[src/rtl/ps2_decoder_pkg.sv]
`default_nettype none
// =============================================================================
// Module : ps2_decoder_pkg
// Brief  : Shared PS/2 Set-2 constants, scan-code type and frame check helper.
// Rev    : 1.0  initial release
// =============================================================================
package ps2_decoder_pkg;

    typedef logic [7:0] scan_t;

    localparam scan_t      c_code_ext        = 8'hE0;
    localparam scan_t      c_code_brk        = 8'hF0;
    localparam scan_t      c_code_lshift     = 8'h12;
    localparam scan_t      c_code_rshift     = 8'h59;
    localparam int         c_timeout_default = 100000;
    localparam logic [3:0] c_bit_parity      = 4'd9;
    localparam logic [3:0] c_bit_stop        = 4'd10;

    // Odd parity over data+parity and a high stop bit make a frame good.
    function automatic logic frame_ok(scan_t data, logic parity, logic stop);
        return stop & ((^data) ^ parity);
    endfunction

endpackage
`default_nettype wire

[src/rtl/ps2_decoder_if.sv]
`default_nettype none
// =============================================================================
// Module : ps2_decoder_if
// Brief  : Raw PS/2 lines in, decoded key state out.
// Rev    : 1.0  initial release
// =============================================================================
interface ps2_decoder_if;
    import ps2_decoder_pkg::*;

    logic  ps2_clk_async;
    logic  ps2_data_async;
    scan_t scan_code;
    scan_t ascii_code;
    logic  key_pressed;
    logic  key_released;

    modport master (
        input  ps2_clk_async, ps2_data_async,
        output scan_code, ascii_code, key_pressed, key_released
    );

    modport slave (
        output ps2_clk_async, ps2_data_async,
        input  scan_code, ascii_code, key_pressed, key_released
    );

endinterface
`default_nettype wire

[src/rtl/ps2_scan_to_ascii.sv]
`default_nettype none
// =============================================================================
// Module : ps2_scan_to_ascii
// Brief  : Combinational Set-2 make code to ASCII table, unshifted/shifted.
// Rev    : 1.0  initial release
// =============================================================================
module ps2_scan_to_ascii
    import ps2_decoder_pkg::*;
(
    input  scan_t i_code,
    input  logic  i_shift,
    output scan_t o_ascii
);

    // Upper byte is the unshifted character, lower byte the shifted one.
    logic [15:0] w_pair;

    always_comb begin
        w_pair = 16'h0000;
        case (i_code)
            8'h1C: w_pair = "aA";   8'h32: w_pair = "bB";   8'h21: w_pair = "cC";
            8'h23: w_pair = "dD";   8'h24: w_pair = "eE";   8'h2B: w_pair = "fF";
            8'h34: w_pair = "gG";   8'h33: w_pair = "hH";   8'h43: w_pair = "iI";
            8'h3B: w_pair = "jJ";   8'h42: w_pair = "kK";   8'h4B: w_pair = "lL";
            8'h3A: w_pair = "mM";   8'h31: w_pair = "nN";   8'h44: w_pair = "oO";
            8'h4D: w_pair = "pP";   8'h15: w_pair = "qQ";   8'h2D: w_pair = "rR";
            8'h1B: w_pair = "sS";   8'h2C: w_pair = "tT";   8'h3C: w_pair = "uU";
            8'h2A: w_pair = "vV";   8'h1D: w_pair = "wW";   8'h22: w_pair = "xX";
            8'h35: w_pair = "yY";   8'h1A: w_pair = "zZ";
            8'h45: w_pair = "0)";   8'h16: w_pair = "1!";   8'h1E: w_pair = "2@";
            8'h26: w_pair = "3#";   8'h25: w_pair = "4$";   8'h2E: w_pair = "5%";
            8'h36: w_pair = "6^";   8'h3D: w_pair = "7&";   8'h3E: w_pair = "8*";
            8'h46: w_pair = "9(";
            8'h4E: w_pair = "-_";   8'h55: w_pair = "=+";   8'h54: w_pair = "[{";
            8'h5B: w_pair = "]}";   8'h5D: w_pair = {8'h5C, 8'h7C};
            8'h4C: w_pair = ";:";   8'h52: w_pair = {8'h27, 8'h22};
            8'h41: w_pair = ",<";   8'h49: w_pair = ".>";
            8'h4A: w_pair = "/?";   8'h0E: w_pair = "`~";
            8'h29: w_pair = {8'h20, 8'h20};
            8'h5A: w_pair = {8'h0D, 8'h0D};
            8'h66: w_pair = {8'h08, 8'h08};
            8'h0D: w_pair = {8'h09, 8'h09};
            8'h76: w_pair = {8'h1B, 8'h1B};
            default: w_pair = 16'h0000;
        endcase
    end

    assign o_ascii = i_shift ? w_pair[7:0] : w_pair[15:8];

endmodule
`default_nettype wire

[src/rtl/ps2_decoder.sv]
`default_nettype none
// =============================================================================
// Module : ps2_decoder
// Brief  : PS/2 keyboard receiver: sync, deframe, make/break tracking, ASCII.
// Rev    : 1.0  initial release
// =============================================================================
module ps2_decoder
    import ps2_decoder_pkg::*;
#(
    parameter int TIMEOUT_CYCLES = c_timeout_default
)
(
    input  logic          clk,
    input  logic          reset_n,
    ps2_decoder_if.master bus
);

    localparam int                c_to_w    = $clog2(TIMEOUT_CYCLES + 1);
    localparam logic [c_to_w-1:0] c_to_last = c_to_w'(TIMEOUT_CYCLES - 1);
    localparam logic [c_to_w-1:0] c_to_one  = c_to_w'(1);

    logic [1:0]        r_rst_sync;
    logic              w_rst_n;
    logic [2:0]        r_clk_sync;
    logic [1:0]        r_data_sync;
    logic [3:0]        r_bit_cnt;
    scan_t             r_shreg;
    logic              r_parity;
    logic              r_byte_valid;
    logic [c_to_w-1:0] r_to_cnt;
    logic              r_brk;
    logic              r_ext;
    logic              r_shift;
    scan_t             r_scan;
    scan_t             r_ascii;
    logic              r_pressed;
    logic              r_released;
    scan_t             w_ascii;
    logic              w_fall;
    logic              w_bit;
    logic              w_timeout;

    // Assert asynchronously, release on a clock edge.
    always_ff @(posedge clk or negedge reset_n) begin
        if (!reset_n) r_rst_sync <= 2'b00;
        else          r_rst_sync <= {r_rst_sync[0], 1'b1};
    end
    assign w_rst_n = r_rst_sync[1];

    assign w_fall    = r_clk_sync[2] & ~r_clk_sync[1];
    assign w_bit     = r_data_sync[1];
    assign w_timeout = ~w_fall & (r_bit_cnt != 4'd0) & (r_to_cnt == c_to_last);

    always_ff @(posedge clk or negedge w_rst_n) begin
        if (!w_rst_n) begin
            r_clk_sync   <= 3'b111;
            r_data_sync  <= 2'b11;
            r_bit_cnt    <= 4'd0;
            r_shreg      <= '0;
            r_parity     <= 1'b0;
            r_byte_valid <= 1'b0;
            r_to_cnt     <= '0;
        end else begin
            r_clk_sync   <= {r_clk_sync[1:0], bus.ps2_clk_async};
            r_data_sync  <= {r_data_sync[0], bus.ps2_data_async};
            r_byte_valid <= 1'b0;
            if (w_fall) begin
                r_to_cnt <= '0;
                if (r_bit_cnt == 4'd0) begin
                    // A high start bit is line noise, not a frame.
                    if (!w_bit) r_bit_cnt <= 4'd1;
                end else if (r_bit_cnt == c_bit_parity) begin
                    r_parity  <= w_bit;
                    r_bit_cnt <= r_bit_cnt + 4'd1;
                end else if (r_bit_cnt == c_bit_stop) begin
                    r_bit_cnt    <= 4'd0;
                    r_byte_valid <= frame_ok(r_shreg, r_parity, w_bit);
                end else begin
                    r_shreg   <= {w_bit, r_shreg[7:1]};
                    r_bit_cnt <= r_bit_cnt + 4'd1;
                end
            end else if (w_timeout) begin
                r_bit_cnt <= 4'd0;
                r_to_cnt  <= '0;
            end else if (r_bit_cnt != 4'd0) begin
                r_to_cnt <= r_to_cnt + c_to_one;
            end else begin
                r_to_cnt <= '0;
            end
        end
    end

    // r_shreg holds the completed byte until the next frame starts shifting.
    always_ff @(posedge clk or negedge w_rst_n) begin
        if (!w_rst_n) begin
            r_brk      <= 1'b0;
            r_ext      <= 1'b0;
            r_shift    <= 1'b0;
            r_scan     <= '0;
            r_ascii    <= '0;
            r_pressed  <= 1'b0;
            r_released <= 1'b0;
        end else begin
            r_released <= 1'b0;
            if (r_byte_valid) begin
                if (r_shreg == c_code_ext) begin
                    r_ext <= 1'b1;
                end else if (r_shreg == c_code_brk) begin
                    r_brk <= 1'b1;
                end else begin
                    r_brk <= 1'b0;
                    r_ext <= 1'b0;
                    if (r_shreg == c_code_lshift || r_shreg == c_code_rshift) begin
                        r_shift <= ~r_brk;
                    end else if (!r_brk) begin
                        r_scan    <= r_shreg;
                        r_ascii   <= r_ext ? 8'h00 : w_ascii;
                        r_pressed <= 1'b1;
                    end else if (r_shreg == r_scan) begin
                        r_pressed  <= 1'b0;
                        r_released <= 1'b1;
                    end
                end
            end else if (w_timeout) begin
                r_brk <= 1'b0;
                r_ext <= 1'b0;
            end
        end
    end

    ps2_scan_to_ascii u_map (
        .i_code  (r_shreg),
        .i_shift (r_shift),
        .o_ascii (w_ascii)
    );

    assign bus.scan_code    = r_scan;
    assign bus.ascii_code   = r_ascii;
    assign bus.key_pressed  = r_pressed;
    assign bus.key_released = r_released;

endmodule
`default_nettype wire

[src/flat_wrapper.sv]
// flat-port wrapper written by rule: the top's interface ports become plain ports
module ps2_decoder_flat import ps2_decoder_pkg::*;
#(
    parameter int TIMEOUT_CYCLES = c_timeout_default
)
  (clk, reset_n, bus_ps2_clk_async, bus_ps2_data_async, bus_scan_code, bus_ascii_code, bus_key_pressed, bus_key_released);
  ps2_decoder_if bus_i ();
  input  logic clk;
  input  logic reset_n;
  input wire logic [$bits(bus_i.ps2_clk_async)-1:0] bus_ps2_clk_async;
  input wire logic [$bits(bus_i.ps2_data_async)-1:0] bus_ps2_data_async;
  output wire logic [$bits(bus_i.scan_code)-1:0] bus_scan_code;
  output wire logic [$bits(bus_i.ascii_code)-1:0] bus_ascii_code;
  output wire logic [$bits(bus_i.key_pressed)-1:0] bus_key_pressed;
  output wire logic [$bits(bus_i.key_released)-1:0] bus_key_released;
  assign bus_i.ps2_clk_async = bus_ps2_clk_async;
  assign bus_i.ps2_data_async = bus_ps2_data_async;
  assign bus_scan_code = bus_i.scan_code;
  assign bus_ascii_code = bus_i.ascii_code;
  assign bus_key_pressed = bus_i.key_pressed;
  assign bus_key_released = bus_i.key_released;
  ps2_decoder #(.TIMEOUT_CYCLES(TIMEOUT_CYCLES)) u_core (.clk(clk), .reset_n(reset_n), .bus(bus_i));
endmodule
[config.mk]
export PLATFORM = sky130hd
export DESIGN_NAME = ps2_decoder_flat
export DESIGN_NICKNAME = d
export VERILOG_FILES = /design/src/rtl/ps2_decoder_pkg.sv /design/src/rtl/ps2_decoder_if.sv /design/src/rtl/ps2_scan_to_ascii.sv /design/src/rtl/ps2_decoder.sv /design/src/flat_wrapper.sv
export SDC_FILE = /design/constraint.sdc
export NUM_CORES = 1
export LEC_CHECK = 0
export ABC_AREA = 1
export CORE_MARGIN = 2
export CORE_UTILIZATION = 35
export DETAILED_ROUTE_END_ITERATION = 7
export PLACE_DENSITY = 0.49
export SLEW_MARGIN = 0
export SYNTH_ARGS = -nofsm -noshare
export SYNTH_HDL_FRONTEND = slang
export SYNTH_SLANG_ARGS = --single-unit
[constraint.sdc]
create_clock -name clk -period 2.4 [get_ports clk]
set_input_delay 0.48 -clock clk [delete_from_list [all_inputs] [get_ports clk]]
set_output_delay 0.48 -clock clk [all_outputs]
set_load 0.03 [all_outputs]
Figure 1. Signal wires by layer (run 1).
(3 px per um) Only two layers are drawn.
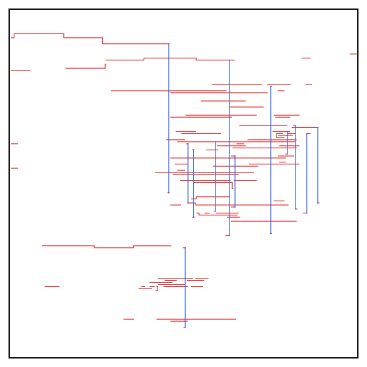
legend:
  met3:
    colour: red
    wire_length: 911 um
  met4:
    colour: blue
    wire_length: 353 um
DR vias: 4,244
Routed Wire Length: 13.1 mm

Figure 2. Where the registers sit (run 1).
(4 px per um) Other sequential cells in the stronger grey, the rest of the logic in the fainter grey.
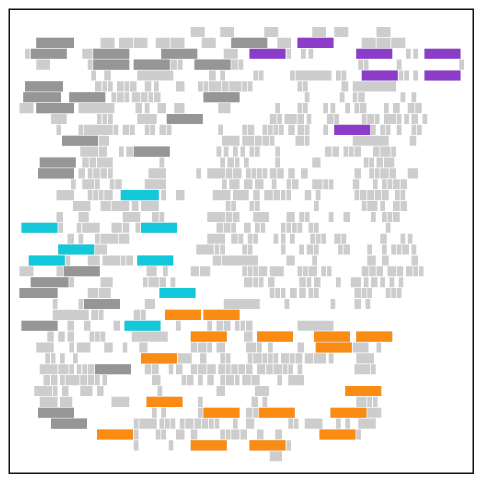
legend:
  u_core.bus.ascii_code:
    colour: purple
    sequential_cells: 7
    where: upper right
  u_core.r_to_cnt:
    colour: orange
    sequential_cells: 17
  u_core.r_shreg:
    colour: cyan
    sequential_cells: 8
sequential power: 1.15 mW
Storage cell area: 1460 um^2

Figure 3. Routed metal per tile (run 1).
(3 px per um) 23 x 23 tiles, from dark blue (low) to red (high), scaled to the fullest tile. Values are wire area over tile area, all layers added.
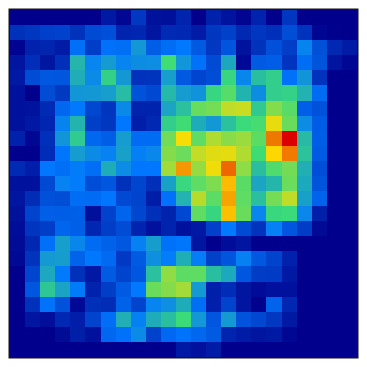
densest ninth of the die: centre
emptiest ninth of the die: lower right
mean over tiles: 0.16
nearly empty tiles: 21%
fullest tile: 0.77
tiles over half the peak: 11%
Tot GR Track Use: 20.9%
Wirelength per Cell: 16.0 um

Figure 4. I/O nets highlighted (run 1).
(4 px per um)
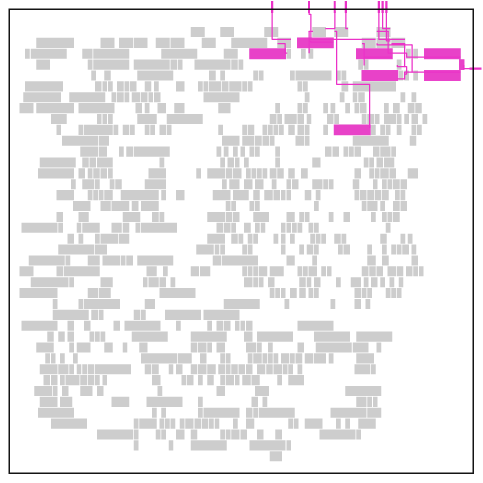
legend:
  bus_ascii_code:
    colour: magenta
    direction: output
    edge: 7 top, 1 right
    end_cells: 8
    buffers: 7
    wire: 214 um
IO Pins: 22
port buffer count: 20

==> results.tsv, run 1 <==
stage	metric	value	unit
run_status	status	complete, no violations	
critical_path	CP Class	reg2reg	
die	Die Wd	116	um
placement	hpwl dp	9.72	mm
critical_path	CP Cell Sequence	inv_2 > ha_2 > nand2_1 > nand2_2 > inv_1 > nand2_1 > nand2_1 > nor2_1 > nand3_1 > nand3_1 > nand3_1 > nand2_1	
final_layout	n_diodes	0	
critical_path	FF-to-FF Start	u_core.r_shreg[0]	
cts	Clock Tree Root	clkbuf_16	
sta	final worst slack	0.151	ns
sta	Fin. Hold Viols	0	
logic_synthesis	Top cell area share	30.4	%
logic_synthesis	Synth area leaders	dfrtp_1 30%, nand2_1 15%, nand3_1 7.3%	
final_layout	layout cell share with drive strength beyond 1	13.2	%
cts	Post-CTS Setup Inserts	0	
global_route	first-pass GRT wire length	21.5	mm
sta	hold_ws	0.265	ns
pwr	combinational share of power	43.2	%
critical_path	FF-to-FF End	u_core.bus.ascii_code[4]	
critical_path	Worst setup startpoint	u_core.r_shreg[0]	
logic_synthesis	post-synthesis cell area	4360	um^2
pwr	sw frac	42.7	%
final_layout	most frequent cells in the layout	177 x nand2_1, 64 x nand3_1, 54 x inv_1, 54 x nor2_1, 51 x dfrtp_1	
critical_path	WP data arrival	2.53	ns
route	WL met1	6.03	mm
global_route	gr ovfl total	0	
global_route	largest net degree at the start of global routing	27	
sta	RSZ-0062 raised after global routing	false	
pwr	Top pwr grp	combinational cells	
route	met2 wire len	5.81	mm
global_route	met2 Usage GRT	31.1	%
logic_synthesis	xor+xnor area frac	2.21	%
cts	Worst-path clk slew	0.06	ns
logic_synthesis	Chip Area, Yosys	4360	um^2
job	Tool Warnings	41	
critical_path	CP endpoint	u_core.bus.ascii_code[4]	
route	via/cell ratio	5.18	
route	1st-pass router iterations	5	
critical_path	Worst R2R Setup Slack	0.15	ns
critical_path	crit path buf inv count	2	
critical_path	CP max FO	8	
route	Final ANT Viol Nets	0	
global_route	vias in the first global route	4124	
critical_path	CP required	2.68	ns
pwr	Clock Power	1.31	mW
sta	fmax	0.445	GHz
sta	Slew Limit Fails	0	
logic_synthesis	Yosys warning count	0	
logic_synthesis	Yosys Instances	621	
logic_synthesis	ys flop type	dfrtp_1	
cts	worst skew pair latency	0.34	ns
pwr	Clock Power Share	30.3	%
critical_path	R2R depth	12	
route	metal3 WL	910	um
-- run 1: area by class of cell --
| class | instances | area, um^2 |
|---|---|---|
| Clock buffer | 11 | 243 |
| Clock inverter | 5 | 53.8 |
| Fill cell | 1273 | 7080 |
| Inverter | 68 | 260 |
| Multi-Input combinational cell | 476 | 2500 |
| Sequential cell | 58 | 1460 |
| Tap cell | 168 | 210 |
| Timing Repair Buffer | 33 | 298 |
-- run 1: flip-flops by register name, indices dropped and copies added (netlist names), 2 cells and up --
name	cells
u_core.bus.ascii_code	7
u_core.bus.scan_code	8
u_core.r_bit_cnt	4
u_core.r_clk_sync	3
u_core.r_data_sync	2
u_core.r_rst_sync	2
u_core.r_shreg	8
u_core.r_to_cnt	17
Figure 5. Cell placement (run 1).
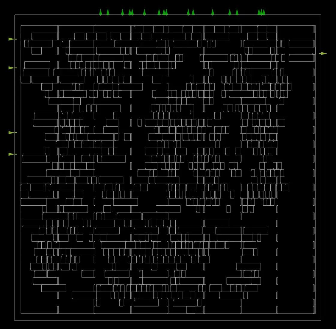

==> run 2, diff against run 1 <==
CORE_MARGIN = unset   (was 2)
PLACE_DENSITY = 0.62   (was 0.49)
Figure 6. Cell placement (run 2).
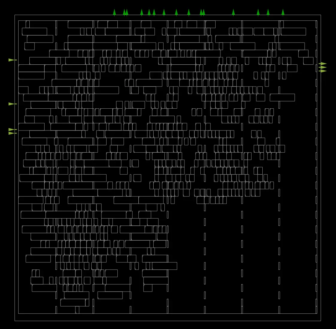
row count: 40
flip-flop and latch count: 58
Cell Count, Final, Fillers Out: 816

==> run 2 against run 1 <==
Routed wire length down 7.4%. Worst hold slack better by 0.021 ns. Clock-buffer cell count down 1. Largest cell class unchanged. Highest routed layer unchanged. Clock skew up 0.0015 ns. Worst setup slack better by 0.044 ns. Non-clock buffer count down 3. Via count down 0.42%. Final cell count down 0.37%. Critical path depth down 2. Core utilization up 0.34 points. Sequential share of layout area down 0.12 points.
==> results.tsv, run 2 <==
stage	metric	value	unit
cts	worst skew pair latency	0.34	ns
pwr	combinational share of power	41.6	%
global_route	vias in the first global route	4070	
final_layout	layout cell share with drive strength beyond 1	12.7	%
cts	Clock Tree Root	clkbuf_16	
final_layout	max reg flops	17	
final_layout	n_diodes	0	
die	die extent in y	114	um
pwr	sw frac	41.2	%
pwr	Clock Power	1.41	mW
global_route	met3 Use GR	4.41	%
logic_synthesis	Synth area leaders	dfrtp_1 30%, nand2_1 15%, nand3_1 7.3%	
logic_synthesis	Top logic family	simple AND/OR/NAND/NOR gates	
sta	Fin. Hold Viols	0	
route	initial detailed-routing violation count	300	
logic_synthesis	asr flop ratio synth	100	%
logic_synthesis	Yosys Instances	621	
die	IO Pins	22	
global_route	largest net degree at the start of global routing	32	
logic_synthesis	most frequent cell after synthesis	nand2_1	
pwr	PD cells	869	nW/um^2
route	metal3 WL	890	um
worst_hold_path	HP Class	reg2async	
logic_synthesis	top post-synthesis cells by count	177 x nand2_1, 64 x nand3_1, 55 x inv_1	
route	via/cell ratio	5.18	
sta	Slew Limit Fails	0	
global_route	first-pass GRT wire length	20.3	mm
critical_path	FF-to-FF End	u_core.bus.ascii_code[3]	
global_route	met2 Usage GRT	32.5	%
global_route	initial antenna violation count	0	
critical_path	CP required	2.63	ns
final_layout	most frequent cells in the layout	177 x nand2_1, 64 x nand3_1, 55 x inv_1	
placement	port buffer count	20	
final_layout	fin area	5050	um^2
placement	hpwl dp	9.08	mm
critical_path	CP Cell Sequence	inv_1 > ha_1 > nand2_1 > nand2_2 > o21ai_0 > nand2_1 > nand3_1 > o211ai_1 > nand3_1 > nand2_1	
placement	Final GP Congestion	0.932	
global_route	gr ovfl total	0	
logic_synthesis	Yosys warning count	0	
critical_path	CP endpoint	u_core.bus.ascii_code[3]	
sta	RSZ-0062 raised after global routing	false	
logic_synthesis	xor+xnor area frac	2.21	%
route	1st-pass router iterations	7	
critical_path	critical path launch point type	flop	
logic_synthesis	synthesized area per cell	7.03	um^2
logic_synthesis	Synth cell types	42	
critical_path	WP data arrival	2.43	ns
critical_path	FF-to-FF Start	u_core.r_shreg[0]	
sta	fmax	0.454	GHz
critical_path	CP endpoint kind	flop	
logic_synthesis	Post-synth EDFFs	0	
final_layout	Largest Register	u_core.r_to_cnt	
cts	Worst-path clk slew	0.06	ns
critical_path	cell mode on critical path	nand2_1	
sta	period utilisation layout	91.9	%
critical_path	CP Class	reg2reg	
critical_path	CP max FO	8	
route	WL met1	5.37	mm
pwr	Top pwr grp	combinational cells	
job	Tool Warnings	41	
logic_synthesis	Chip Area, Yosys	4360	um^2
cts	Post-CTS Setup Inserts	0	
pwr	Clock Power Share	32.2	%
sta	hold_ws	0.286	ns
critical_path	R2R depth	10	
route	Final ANT Viol Nets	0	
pwr	sequential power	1.15	mW
critical_path	Top delay family on crit path	simple AND/OR/NAND/NOR gates	
critical_path	instance count on the critical path	10	
critical_path	Worst setup startpoint	u_core.r_shreg[0]	
die	Die Wd	114	um
logic_synthesis	Top cell area share	30.4	%
pwr	Power Internal	2.58	mW
critical_path	slowest library cell on the worst path	dfrtp_1	
critical_path	Worst path max stage delay	0.48	ns
sta	final setup violation count	0	
final_layout	Fillers	1273	
logic_synthesis	post-synthesis cell area	4360	um^2
critical_path	Worst R2R Setup Slack	0.20	ns
job	MaxCap Viol Count	0	
final_layout	Final Util	41.9	%
route	met2 wire len	5.61	mm
logic_synthesis	and-or/or-and share of the synthesized area	9.26	%
critical_path	crit path buf inv count	1	
logic_synthesis	ys flop type	dfrtp_1	
sta	final worst slack	0.195	ns
run_status	status	complete, no violations	
Figure 7. Routed metal per tile (run 2).
(3 px per um) 23 x 23 tiles, from dark blue (low) to red (high), scaled to the fullest tile. Values are wire area over tile area, all layers added.
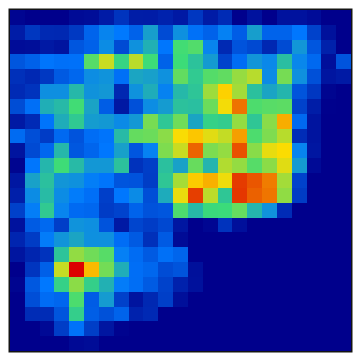
DR vias: 4,226
Tot GR Track Use: 20.3%
Wirelength per Cell: 14.9 um
Routed Wire Length: 12.1 mm

## run 2: cell types whose count changed in the layout (fill, tap and decap cells not counted), sizes merged
cell	delta
bufinv	+1
clkinv	-1
buf	-3
clkinvlp	+1
clkbuf	-1
## run 2: layout make-up
| class | instances | area [um^2] | share of cell area, % |
|---|---|---|---|
| Timing Repair Buffer | 30 | 288 | 5.70 |
| Clock buffer | 10 | 239 | 4.73 |
| Tap cell | 168 | 210 | 4.16 |
| Multi-Input combinational cell | 476 | 2500 | 49.5 |
| Clock inverter | 6 | 90.1 | 1.78 |
| Inverter | 68 | 260 | 5.15 |
| Sequential cell | 58 | 1460 | 28.9 |
## run 2: repair_timing
action	in CTS	in global routing
setup endpoints to repair	0	1
gates resized	0	1
endpoints found under the hold margin	0	0
Figure 8. I/O nets highlighted (run 2).
(4 px per um)
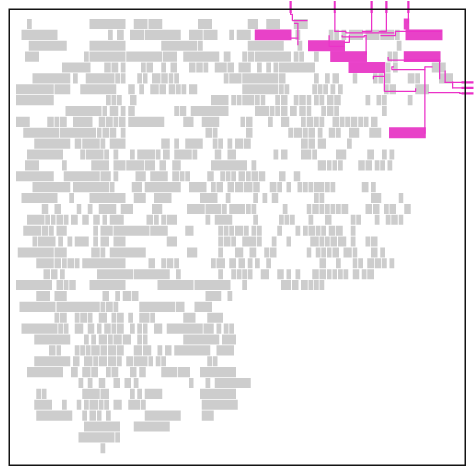

==> run 3, diff against run 2 <==
TNS_END_PERCENT = 100   (was unset)
clock period = 2.2 ns   (was 2.4 ns; I/O delays follow)
Figure 9. I/O nets highlighted (run 3).
(4 px per um)
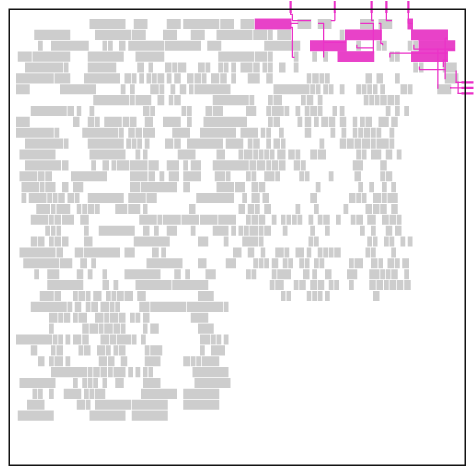
legend:
  bus_ascii_code:
    colour: magenta
    direction: output
    edge: 5 top, 3 right
    end_cells: 8
    buffers: 7
    wire: 137 um

==> run 3 against run 2 <==
Clock power shrank 3%. Highest routed layer unchanged. Routed wire length shrank 1.3%. Critical path depth grew 2. Clock skew shrank 0.0029 ns. Register-to-register slack lost 0.04 ns. Global-route usage shrank 0.41 points. Worst hold slack lost 0.080 ns. Area after synthesis is the same. Core utilization grew 0.16 points. Worst setup slack lost 0.037 ns.
==> results.tsv, run 3 <==
stage	metric	value	unit
route	1st-pass router iterations	5	
logic_synthesis	asr flop ratio synth	100	%
critical_path	critical path launch point type	flop	
global_route	initial antenna violation count	0	
die	IO Pins	22	
global_route	vias in the first global route	4023	
logic_synthesis	Yosys warning count	0	
final_layout	Cell Count, Final, Fillers Out	821	
critical_path	Worst R2R Setup Slack	0.16	ns
critical_path	instance count on the critical path	12	
die	Die Wd	114	um
critical_path	slowest library cell on the worst path	dfrtp_2	
critical_path	cell mode on critical path	nand2_1	
critical_path	R2R depth	12	
logic_synthesis	and-or/or-and share of the synthesized area	9.26	%
final_layout	bufs w/o clock	35	
worst_hold_path	HP Class	reg2async	
cts	post_cts resized	0	
cts	CTS buffer count	9	
final_layout	Fillers	1225	
pwr	PD cells	916	nW/um^2
sta	hold_ws	0.207	ns
critical_path	CP Cell Sequence	clkinvlp_4 > ha_1 > nand3_1 > nand2_1 > nand2_1 > nand2_2 > nor2_8 > inv_4 > nor2_1 > nand2_1 > nand2_1 > inv_1	
sta	final setup violation count	0	
sta	RSZ-0062 raised after global routing	false	
final_layout	layout cell share with drive strength beyond 1	13.6	%
cts	Post-CTS Setup Inserts	0	
final_layout	# clk buffers	9	
final_layout	combinational gate area	2510	um^2
cts	Clock Tree Root	clkbuf_16	
die	num tapcells	168	
critical_path	Worst path max stage delay	0.45	ns
sta	Fin. Hold Viols	0	
global_route	met2 Usage GRT	31.5	%
sta	Slew Limit Fails	0	
cts	worst skew pair latency	0.33	ns
placement	port buffer count	20	
final_layout	Non-Clock Inverter Count	68	
critical_path	FF-to-FF Start	u_core.r_shreg[0]	
job	Tool Warnings	41	
die	die extent in y	114	um
logic_synthesis	post-synthesis cell area	4360	um^2
logic_synthesis	most frequent cell after synthesis	nand2_1	
critical_path	CP max FO	16	
placement	hpwl dp	9.02	mm
final_layout	Largest cell class	multi-input combinational cells	
route	initial detailed-routing violation count	400	
route	Routed Wire Length	12.0	mm
placement	Final GP Congestion	0.934	
critical_path	WP data arrival	2.27	ns
route	DR vias	4214	
sta	final worst slack	0.158	ns
job	MaxCap Viol Count	0	
global_route	gr ovfl total	0	
final_layout	n_diodes	0	
critical_path	CP required	2.43	ns
final_layout	Largest Register	u_core.r_to_cnt	
global_route	first-pass GRT wire length	20.0	mm
logic_synthesis	Top cell area share	30.4	%
final_layout	#MultiIn Comb	476	
logic_synthesis	xor+xnor area frac	2.21	%
run_status	status	complete, no violations	
logic_synthesis	top post-synthesis cells by count	177 x nand2_1, 64 x nand3_1, 55 x inv_1	
critical_path	FF-to-FF End	u_core.bus.ascii_code[1]	
final_layout	most frequent cells in the layout	177 x nand2_1, 64 x nand3_1, 54 x inv_1, 54 x nor2_1, 51 x dfrtp_1	
critical_path	CP endpoint kind	flop	
sta	period utilisation layout	92.8	%
global_route	largest net degree at the start of global routing	39	
critical_path	Worst setup startpoint	u_core.r_shreg[0]	
cts	Worst-path clk slew	0.05	ns
route	via/cell ratio	5.13	
critical_path	CP Class	reg2reg	
logic_synthesis	Chip Area, Yosys	4360	um^2
final_layout	clk tree area frac	5.80	%
route	Wirelength per Cell	14.6	um
critical_path	CP endpoint	u_core.bus.ascii_code[1]	
final_layout	fin area	5070	um^2
Figure 10. Where the registers sit (run 3).
(4 px per um) Other sequential cells in the stronger grey, the rest of the logic in the fainter grey.
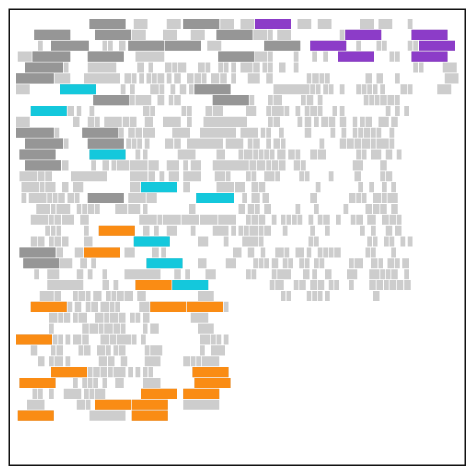
legend:
  u_core.r_shreg:
    colour: cyan
    sequential_cells: 8
  u_core.bus.ascii_code:
    colour: purple
    sequential_cells: 7
    where: upper right
  u_core.r_to_cnt:
    colour: orange
    sequential_cells: 17
flop share of the area: 28.8%
sequential power: 1.25 mW

==> run 3: cell counts after synthesis <==
Identical to the previous run, type by type.
==> run 3: power by group <==
part / switching (mW) / internal (mW)
Sequential: 0.0981 / 1.15
Clock: 0.496 / 0.871
Combinational: 1.37 / 0.660
==> run 3: worst register-to-register path, stage by stage (launching register included) <==
cell and delay, ns:
dfrtp_2 0.45, clkinvlp_4 0.20, ha_1 0.31, nand3_1 0.11
nand2_1 0.06, nand2_1 0.09, nand2_2 0.11, nor2_8 0.17
inv_4 0.11, nor2_1 0.16, nand2_1 0.07, nand2_1 0.06
inv_1 0.04
==> run 3: layer usage <==
layer / vias to the layer above / part of all wire, %
met5: - / 0
met1: 1946 / 45
met2: 164 / 46
li1: 2080 / -
met3: 24 / 6.9
met4: 0 / 2.3
Power is estimated from default activity; no workload was simulated.
